Figure 1. The metal 3 layer (run 1).
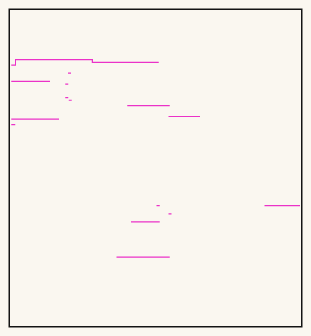
Figure 2. Cell area per tile (run 1).
7 x 8 tiles, from white (low) to dark blue (high), 0 to 100% covered.
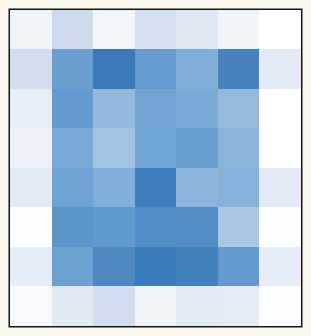
Figure 3. Pin map (run 1).
Pins as bars across the die edge, other pins in grey.
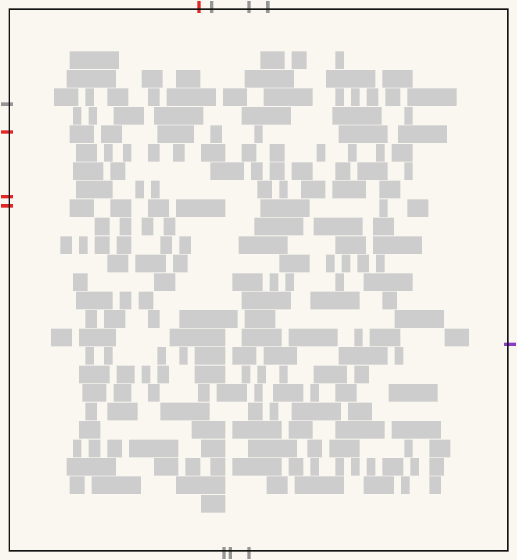
Figure 4. Placement view (run 1).
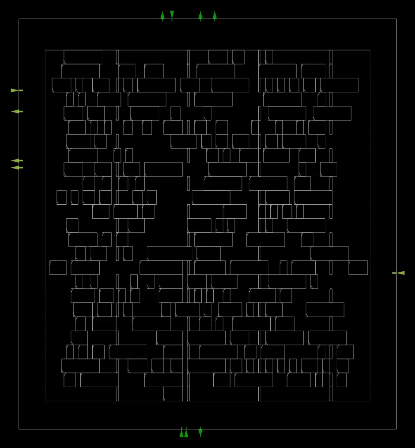
==> config.mk <==
export PLATFORM = sky130hd
export DESIGN_NAME = anim_ctrl_encoder_flat
export DESIGN_NICKNAME = d
export VERILOG_FILES = /design/src/rtl/anim_ctrl_encoder_if.sv /design/src/rtl/anim_ctrl_encoder.sv /design/src/flat_wrapper.sv
export SDC_FILE = /design/constraint.sdc
export NUM_CORES = 1
export LEC_CHECK = 0
export ABC_AREA = 0
export CAP_MARGIN = 15
export CELL_PAD_IN_SITES_DETAIL_PLACEMENT = 1
export CELL_PAD_IN_SITES_GLOBAL_PLACEMENT = 2
export CORE_ASPECT_RATIO = 1.1
export CORE_MARGIN = 5
export CORE_UTILIZATION = 40
export CTS_BUF_LIST = sky130_fd_sc_hd__clkbuf_8
export CTS_CLUSTER_DIAMETER = 50
export DETAILED_ROUTE_END_ITERATION = 16
export GPL_ROUTABILITY_DRIVEN = 1
export PLACE_DENSITY_LB_ADDON = 0.25
export SLEW_MARGIN = 10
export SYNTH_ARGS = -nofsm -noshare
export SYNTH_HDL_FRONTEND = slang
export SYNTH_SLANG_ARGS = --single-unit
==> constraint.sdc <==
create_clock -name clk -period 8 [get_ports clk]
set_input_delay 0.8 -clock clk [delete_from_list [all_inputs] [get_ports clk]]
set_output_delay 0.8 -clock clk [all_outputs]
set_load 0.005 [all_outputs]
==> src/rtl/anim_ctrl_encoder_if.sv <==
// Pin-side bundle of the front-panel controller: raw encoder/button inputs and the
// speed/direction control word handed to the animation core.
interface anim_ctrl_encoder_if;
    logic       enc_a;
    logic       enc_b;
    logic       btn_dir;
    logic [3:0] speed;
    logic       dir;
    logic       upd;
    logic       err;

    modport master (
        output enc_a, enc_b, btn_dir,
        input  speed, dir, upd, err
    );

    modport slave (
        input  enc_a, enc_b, btn_dir,
        output speed, dir, upd, err
    );
endinterface

==> src/rtl/anim_ctrl_encoder.sv <==
// Quadrature encoder + pushbutton front end: synchronise, debounce, decode into a
// saturating 4-bit speed and a toggling direction bit with update/error pulses.
module anim_ctrl_encoder #(
    parameter int unsigned DEBOUNCE_CYCLES = 16,
    parameter int unsigned SPEED_RESET     = 0
) (
    input logic               clk,
    input logic               rst,
    anim_ctrl_encoder_if.slave ctrl_io
);

    localparam int unsigned CntW = $clog2(DEBOUNCE_CYCLES + 1);

    // Bit order of the per-input vectors: 0 = enc_a, 1 = enc_b, 2 = btn_dir.
    logic [2:0]      raw;
    logic [2:0]      sync1_q, sync2_q;
    logic [2:0]      deb_q, deb_d;
    logic [CntW-1:0] cnt_q [3];
    logic [CntW-1:0] cnt_d [3];

    logic [1:0]        prev_q, cur_ab, delta;
    logic              btn_prev_q;
    logic signed [2:0] acc_q, acc_d;
    logic signed [3:0] acc_ext, acc_sum, step;
    logic [3:0]        speed_q, speed_d;
    logic              dir_q, dir_d, upd_q, upd_d, err_q, err_d;
    logic              cw_detent, ccw_detent;

    assign raw = {ctrl_io.btn_dir, ctrl_io.enc_b, ctrl_io.enc_a};

    function automatic logic [1:0] quad_pos(input logic [1:0] ab);
        logic [1:0] p;
        unique case (ab)
            2'b00: p = 2'd0;
            2'b01: p = 2'd1;
            2'b11: p = 2'd2;
            2'b10: p = 2'd3;
        endcase
        return p;
    endfunction

    always_comb begin
        for (int i = 0; i < 3; i++) begin
            deb_d[i] = deb_q[i];
            cnt_d[i] = '0;
            if (sync2_q[i] != deb_q[i]) begin
                if (cnt_q[i] == CntW'(DEBOUNCE_CYCLES - 1)) begin
                    deb_d[i] = ~deb_q[i];
                end else begin
                    cnt_d[i] = cnt_q[i] + 1'b1;
                end
            end
        end
    end

    // Position difference mod 4: 1 = CW, 3 = CCW, 2 = both bits flipped (illegal).
    always_comb begin
        cur_ab  = {deb_q[0], deb_q[1]};
        delta   = quad_pos(cur_ab) - quad_pos(prev_q);
        step    = 4'sd0;
        if (delta == 2'd1) step = 4'sd1;
        if (delta == 2'd3) step = -4'sd1;
        err_d   = (delta == 2'd2);
        acc_ext = {acc_q[2], acc_q};
        acc_sum = acc_ext + step;

        cw_detent  = !err_d && (acc_sum == 4'sd4);
        ccw_detent = !err_d && (acc_sum == -4'sd4);

        if (err_d || cw_detent || ccw_detent) acc_d = 3'sd0;
        else                                  acc_d = acc_sum[2:0];

        speed_d = speed_q;
        if (cw_detent && speed_q != 4'd15) speed_d = speed_q + 4'd1;
        if (ccw_detent && speed_q != 4'd0) speed_d = speed_q - 4'd1;

        dir_d = dir_q ^ (deb_q[2] & ~btn_prev_q);
        upd_d = (speed_d != speed_q) || (dir_d != dir_q);
    end

    always_ff @(posedge clk) begin
        if (rst) begin
            sync1_q    <= '0;
            sync2_q    <= '0;
            deb_q      <= '0;
            for (int i = 0; i < 3; i++) cnt_q[i] <= '0;
            prev_q     <= 2'b00;
            btn_prev_q <= 1'b0;
            acc_q      <= 3'sd0;
            speed_q    <= 4'(SPEED_RESET);
            dir_q      <= 1'b0;
            upd_q      <= 1'b0;
            err_q      <= 1'b0;
        end else begin
            sync1_q    <= raw;
            sync2_q    <= sync1_q;
            deb_q      <= deb_d;
            for (int i = 0; i < 3; i++) cnt_q[i] <= cnt_d[i];
            prev_q     <= cur_ab;
            btn_prev_q <= deb_q[2];
            acc_q      <= acc_d;
            speed_q    <= speed_d;
            dir_q      <= dir_d;
            upd_q      <= upd_d;
            err_q      <= err_d;
        end
    end

    assign ctrl_io.speed = speed_q;
    assign ctrl_io.dir   = dir_q;
    assign ctrl_io.upd   = upd_q;
    assign ctrl_io.err   = err_q;

endmodule

==> src/flat_wrapper.sv <==
// flat-port wrapper written by rule: the top's interface ports become plain ports
module anim_ctrl_encoder_flat 
#(
    parameter int unsigned DEBOUNCE_CYCLES = 16,
    parameter int unsigned SPEED_RESET     = 0
)
  (clk, rst, ctrl_io_enc_a, ctrl_io_enc_b, ctrl_io_btn_dir, ctrl_io_speed, ctrl_io_dir, ctrl_io_upd, ctrl_io_err);
  anim_ctrl_encoder_if ctrl_io_i ();
  input logic clk;
  input logic rst;
  input wire logic [$bits(ctrl_io_i.enc_a)-1:0] ctrl_io_enc_a;
  input wire logic [$bits(ctrl_io_i.enc_b)-1:0] ctrl_io_enc_b;
  input wire logic [$bits(ctrl_io_i.btn_dir)-1:0] ctrl_io_btn_dir;
  output wire logic [$bits(ctrl_io_i.speed)-1:0] ctrl_io_speed;
  output wire logic [$bits(ctrl_io_i.dir)-1:0] ctrl_io_dir;
  output wire logic [$bits(ctrl_io_i.upd)-1:0] ctrl_io_upd;
  output wire logic [$bits(ctrl_io_i.err)-1:0] ctrl_io_err;
  assign ctrl_io_i.enc_a = ctrl_io_enc_a;
  assign ctrl_io_i.enc_b = ctrl_io_enc_b;
  assign ctrl_io_i.btn_dir = ctrl_io_btn_dir;
  assign ctrl_io_speed = ctrl_io_i.speed;
  assign ctrl_io_dir = ctrl_io_i.dir;
  assign ctrl_io_upd = ctrl_io_i.upd;
  assign ctrl_io_err = ctrl_io_i.err;
  anim_ctrl_encoder #(.DEBOUNCE_CYCLES(DEBOUNCE_CYCLES), .SPEED_RESET(SPEED_RESET)) u_core (.clk(clk), .rst(rst), .ctrl_io(ctrl_io_i));
endmodule
==> out/qor.txt, run 1 <==
final-report hold violation count: 0
Worst-path clk slew: 70 ps
mux share: 3.99%
max reg flops: 15
CP max FO: 9
DR top layer: met4
DRC errors left: 0
fill count: 480
Rows: 25
Hold Path Sink: u_core.cnt_q[0][10]
Distinct cells, synth: 38
final worst-path cycle share: 44.1%
RSZ-0062 raised after global routing: false
Post-Place Cell Area: 1930 um2
dominant cells by area after synthesis: dfxtp_1, ha_1, nor2_1
pwr dens: 157 nW/um2
diode count: 0
Setup violations, final: 0
cts hold-fix bufs: 0
Layout Skew: 2.04 ps
H-tree depth: 2
Log Warnings: 31
clock share of power: 38.5%
Synth Area per Inst: 9.75 um2
P_leak: 0.797 nW
Cells on Worst Hold Path: 1
GRT Total Usage: 12.6%
Top-area cell share: 42.2%
Comb power: 0.00691 mW
Mapped Area: 1760 um2
Area Growth Syn to Fin: 14.4%
Hold WC Path Type: flip-flop to flip-flop
most used routing layer: met2
routed wire length: 3230 um
crit-path cells: inv_1 -> ha_1 -> inv_1 -> ha_1 -> xnor3_1 -> nor2_1 -> xor2_1 -> ha_1 -> or3_1 -> a2111oi_2 -> mux2_4 -> o21ai_2 -> xnor2_1 -> nor2_1
cells after synthesis: 180
NetSw: 0.0669 mW
Yosys chip area: 1760 um2
worst r2r src: u_core.deb_q[0]
# Max-Cap Violations: 0
Gate Area: 947 um2
aoi share: 10.6%
sequential cell count: 37
CP endpoint kind: flip-flop
Pwr top: registers
io pins: 12
bufs w/o clock: 11
Tap Count: 54
Buffers & Inverters on Critical Path: 2
Tightest Pin Transition: 780 ps
Setup TNS Final: 0 ps
metal2 WL: 1690 um
CTS tree: done
clock latency at the later pin of the worst-skew pair: 280 ps
number of cells after detailed placement: 243
slowest CP cell: xnor3_1
register-to-register setup slack: 4470 ps
Logic inverters: 16
R2R depth: 14
worst vdd ir: 58.2 uV
combinational share of cell area: 47.2%
comb area leader: simple AND/OR/NAND/NOR gates
yosys simple share: 18.1%
type of element launching the critical path: flip-flop
startpoint of the worst hold path: u_core.cnt_q[0][10]
via count: 1240
# Cells Yosys: 180
DIE AREA: 5820 um2
yosys adder share: 12.1%
met1 usage: 13.0%
clock tree cell share of total cell area: 4.11%
Comb pwr share: 2.2%
most instantiated logic cell after routing: dfxtp_1
status: finished, final reports clean
P_clk: 0.122 mW
Post-synth top cells: dfxtp_1, nor2_1, ha_1
register bank with the most flops: u_core.cnt_q
Post-CTS Resized: 0
Seq pwr share: 59.3%
Critical R2R Capture: u_core.ctrl_io.speed[0]
final instance area: 2010 um2
Worst path depth: 14
largest net degree at the start of global routing: 23
worst slack, placed: 4460 ps
met2 global-route usage: 22.4%
Worst Path Required: 8130 ps
XOR/XNOR Area Share: 9.12%
max-slew violation count: 0
total CTS buffers: 5
fmax: 284 MHz
gpl congestion: 0.821
buffer share of cell area: 5.48%
Final Critical Period: 3530 ps
initial antenna violation count: 0
Met1 Wirelength: 1350 um
Post-synth regs: 37
Iteration-0 DRC Markers: 37
Synth async-reset ratio: 0%
vias in the first global route: 1293
fraction of area in registers: 36.9%
Top class by area: multi-input combinational cells
number of vias per cell: 4.94
metal3 WL: 108 um
clock tree buffer depth: 2
postcts setup bufs: 0
final worst slack: 4470 ps
Comb gates: 125
Net Count, Synth: 202
wire per inst: 12.9 um
total power: 0.315 mW
WHS: 447 ps
critical path arrival: 3660 ps
crit-path max cell delay: 470 ps
most frequent cell after synthesis: dfxtp_1
sequential cell area: 741 um2
Synth area leader: dfxtp_1
TritonRoute pass-1 iters: 4
switch share: 21.2%
hpwl dp: 2480 um
total internal power: 0.248 mW
root buffer cell: clkbuf_8
crit path to: u_core.ctrl_io.speed[0]
Sequential Power: 0.187 mW
-- Figure 1 (at the start) --
longest straight run = 19.3 um
nets with wire on the layer = 9
wire length on this layer = 109 um

-- Figure 2 (at the start) --
fullest tile = 71%
mean over tiles = 33%
densest ninth of the die = middle
fp_density: 41.0%
post-layout util: 46.9%

-- Figure 3 (at the start) --
red -> `ctrl_io_speed`  # pins 4, direction output, edge 3 left, 1 top
purple -> `rst`  # pins 1, direction input, edge right
all pins by edge = 4 left, 4 top, 3 bottom, 1 right
I/O Buffers: 11
Die Span X: 73.2 um

-- Figure 4 (at the start) --
Core Footprint: 4290 um2
Layout Cells excl Fill: 251

Figure 5. Clock distribution (run 1).
The bar under the picture is 20 um long.
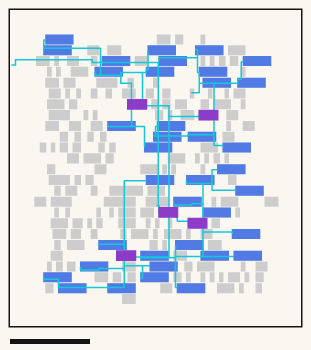

==> inputs of run 2 (changes only) <==
- CORE_UTILIZATION: 40 -> 39
- clock period: 8 -> 3.67 ns (I/O delays scaled with it)
Figure 6. Clock distribution (run 2).
The bar under the picture is 20 um long.
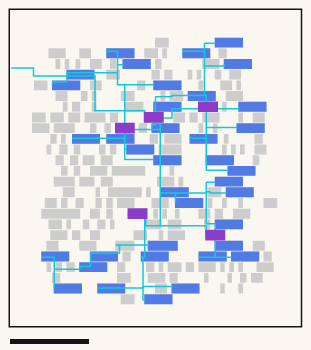
cyan -> clock wires  # length 439 um
blue -> flip-flops  # count 37
purple -> cells driving clock nets  # count 5
routed clock nets = 6

==> run 2 against run 1 <==
Compared with the run above: register-to-register slack got worse by 4200 ps; clock-buffer cell count rose by 2; first-iteration DRC count fell by 57%; combinational power rose by 120%; routed wire length rose by 2.1%; largest power group unchanged; highest routed layer unchanged.
==> out/qor.txt, run 2 <==
Layout Cells excl Fill: 252 (+0.40%)
Buffers & Inverters on Critical Path: 1 (-1)
final worst-path cycle share: 91.7% (+48 points)
worst slack, placed: 107 ps (-4360 ps)
DRC errors left: 0 (unchanged)
met1 usage: 12.5% (-0.49 points)
Net Count, Synth: 202 (unchanged)
crit-path max cell delay: 480 ps (about the same)
final-report hold violation count: 0 (unchanged)
CP endpoint kind: flip-flop
RSZ-0062 raised after global routing: false
fraction of area in registers: 36.1% (-0.79 points)
Tightest Pin Transition: 818 ps (+37.7 ps)
io pins: 12 (unchanged)
Final Critical Period: 3360 ps (-161 ps)
bufs w/o clock: 11 (unchanged)
routed wire length: 3300 um (+2.1%)
clock tree buffer depth: 2 (unchanged)
Rows: 25 (unchanged)
Comb gates: 126 (+0.80%)
Synth async-reset ratio: 0% (unchanged)
cells after synthesis: 180 (unchanged)
Area Growth Syn to Fin: 17.1%
NetSw: 0.145 mW (+120%)
number of cells after detailed placement: 243 (unchanged)
Top-area cell share: 42.2% (unchanged)
crit path to: u_core.ctrl_io.speed[0]
Critical R2R Capture: u_core.ctrl_io.speed[0]
R2R depth: 13 (-1)
critical path arrival: 3500 ps (-160 ps)
register-to-register setup slack: 310 ps (-4170 ps)
dominant cells by area after synthesis: dfxtp_1, ha_1, nor2_1
diode count: 0 (unchanged)
XOR/XNOR Area Share: 9.12% (unchanged)
metal2 WL: 1830 um (+8.0%)
Layout Skew: 7.47 ps (+5.42 ps)
gpl congestion: 0.806 (-1.8%)
clock latency at the later pin of the worst-skew pair: 280 ps (about the same)
worst r2r src: u_core.deb_q[1]
aoi share: 10.6% (unchanged)
Core Footprint: 4320 um2 (+0.73%)
Sequential Power: 0.407 mW (+120%)
final instance area: 2060 um2 (+2.4%)
Tap Count: 54 (unchanged)
cts hold-fix bufs: 0 (unchanged)
Setup violations, final: 0 (unchanged)
Synth area leader: dfxtp_1
vias in the first global route: 1286 (-0.54%)
CP max FO: 5 (-4)
yosys simple share: 18.1% (unchanged)
CTS tree: done
sequential cell area: 742 um2 (+0.17%)
combinational share of cell area: 47.4% (+0.25 points)
Post-synth top cells: dfxtp_1, nor2_1, ha_1
crit-path cells: inv_1 -> ha_1 -> o21ba_2 -> xnor3_2 -> nor2_2 -> xor2_1 -> ha_1 -> or3_1 -> a2111oi_4 -> mux2_4 -> o21ai_2 -> xnor2_1 -> nor2_1
TritonRoute pass-1 iters: 4 (unchanged)
yosys adder share: 12.1% (unchanged)
startpoint of the worst hold path: u_core.sync1_q[1]
clock share of power: 41.9% (+3.4 points)
WHS: 440 ps (-6.94 ps)
largest net degree at the start of global routing: 23 (unchanged)
status: finished, final reports clean
H-tree depth: 2 (unchanged)
Iteration-0 DRC Markers: 16 (-57%)
Comb power: 0.0154 mW (+120%)
Comb pwr share: 2.1% (about the same)
post-layout util: 47.6% (+0.76 points)
Mapped Area: 1760 um2 (unchanged)
total CTS buffers: 5 (unchanged)
Post-Place Cell Area: 1930 um2 (unchanged)
Figure 7. Pin map (run 2).
Pins as bars across the die edge, other pins in grey.
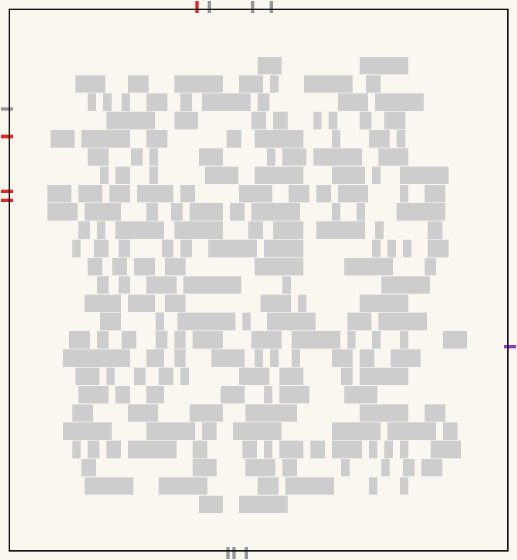

==> inputs of run 3 (changes only) <==
- CELL_PAD_IN_SITES_DETAIL_PLACEMENT: 1 -> unset
- CELL_PAD_IN_SITES_GLOBAL_PLACEMENT: 2 -> unset
- CORE_UTILIZATION: 39 -> 40
Figure 8. Pin map (run 3).
Pins as bars across the die edge, other pins in grey.
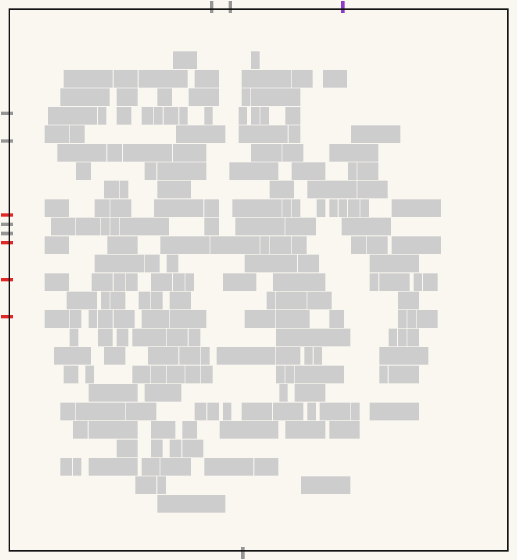
Die Y: 79.5 um

==> run 3 against run 2 <==
Compared with the run above: hold slack improved by 3.2 ps; die size fell by 2.2%; clock-buffer cell count fell by 1; clock power rose by 19%; cell count did not move; via count fell by 0.72%; core utilization rose by 0.81 points; flip-flop count did not move; largest cell class unchanged; combinational power barely moved; register-to-register slack got worse by 30 ps.
==> out/qor.txt, run 3 <==
status: finished, final reports clean
clock latency at the later pin of the worst-skew pair: 280 ps (about the same)
clock share of power: 46.1% (+4.2 points)
worst slack, placed: 231 ps (+123 ps)
routed wire length: 2940 um (-11%)
final worst-path cycle share: 92.4% (+0.74 points)
Rows: 25 (unchanged)
final instance area: 2080 um2 (+0.97%)
startpoint of the worst hold path: u_core.sync1_q[0]
Comb power: 0.0151 mW (about the same)
Final Critical Period: 3390 ps (+27.2 ps)
buffer share of cell area: 5.30%
dominant cells by area after synthesis: dfxtp_1, ha_1, nor2_1
Top-area cell share: 42.2% (unchanged)
Buffers & Inverters on Critical Path: 2 (+1)
met1 usage: 12.2% (-0.29 points)
DRC errors left: 0 (unchanged)
Slew Limit Headroom: 47.2%
number of cells after detailed placement: 243 (unchanged)
routing usage on met3: 3.78%
met2 global-route usage: 18.5%
Synth Area per Inst: 9.75 um2
crit path to: u_core.ctrl_io.speed[0]
Post-synth top cells: dfxtp_1, nor2_1, ha_1
Die Span X: 73.2 um
gpl congestion: 0.814 (+0.96%)
post-layout util: 48.4% (+0.81 points)
Critical R2R Capture: u_core.ctrl_io.speed[0]
Mapped Area: 1760 um2 (unchanged)
crit-path cells: inv_1 -> ha_1 -> inv_1 -> ha_1 -> xnor3_2 -> nor2_2 -> xor2_1 -> ha_1 -> or3_1 -> a2111oi_4 -> mux2_4 -> o21ai_2 -> xnor2_1 -> nor2_1
vias in the first global route: 1227 (-4.6%)
worst r2r src: u_core.deb_q[0]
aoi share: 10.6% (unchanged)
io pins: 12 (unchanged)
CP max FO: 5 (unchanged)
Comb pwr share: 1.9% (-0.2 points)
cts hold-fix bufs: 0 (unchanged)
critical path arrival: 3540 ps (+40 ps)
Post-Place Cell Area: 1930 um2 (unchanged)
Synth async-reset ratio: 0% (unchanged)
XOR/XNOR Area Share: 9.12% (unchanged)
final-report hold violation count: 0 (unchanged)
CTS tree: done
Net Count, Synth: 202 (unchanged)
Post-CTS Resized: 0
Commonest flop: dfxtp_1
H-tree depth: 2 (unchanged)
yosys adder share: 12.1% (unchanged)
GRT Total Usage: 10.9%
RSZ-0062 raised after global routing: false
bufs w/o clock: 11 (unchanged)
TritonRoute pass-1 iters: 4 (unchanged)
diode count: 0 (unchanged)
Comb gates: 126 (unchanged)
crit-path max cell delay: 480 ps (about the same)
register-to-register setup slack: 280 ps (-30 ps)
Setup violations, final: 0 (unchanged)
NetSw: 0.149 mW (+3.1%)
Layout Cells excl Fill: 252 (unchanged)
Tightest Pin Transition: 789 ps (-28.8 ps)
Top Family by Delay on Critical Path: XOR/XNOR gates
CP endpoint kind: flip-flop
total CTS buffers: 5 (unchanged)
Sequential Power: 0.407 mW (about the same)
Synth area leader: dfxtp_1
metal2 WL: 1470 um (-19%)
sequential cell area: 743 um2 (+0.17%)
largest net degree at the start of global routing: 23 (unchanged)
Area Growth Syn to Fin: 18.2%
Layout Skew: 3.28 ps (-4.19 ps)
Tap Count: 54 (unchanged)
R2R depth: 14 (+1)
WHS: 444 ps (+3.18 ps)
yosys simple share: 18.1% (unchanged)
fraction of area in registers: 35.8% (-0.29 points)
Seq pwr share: 52.0%
Power figures rest on the tool's default switching activity, not on a simulated workload.
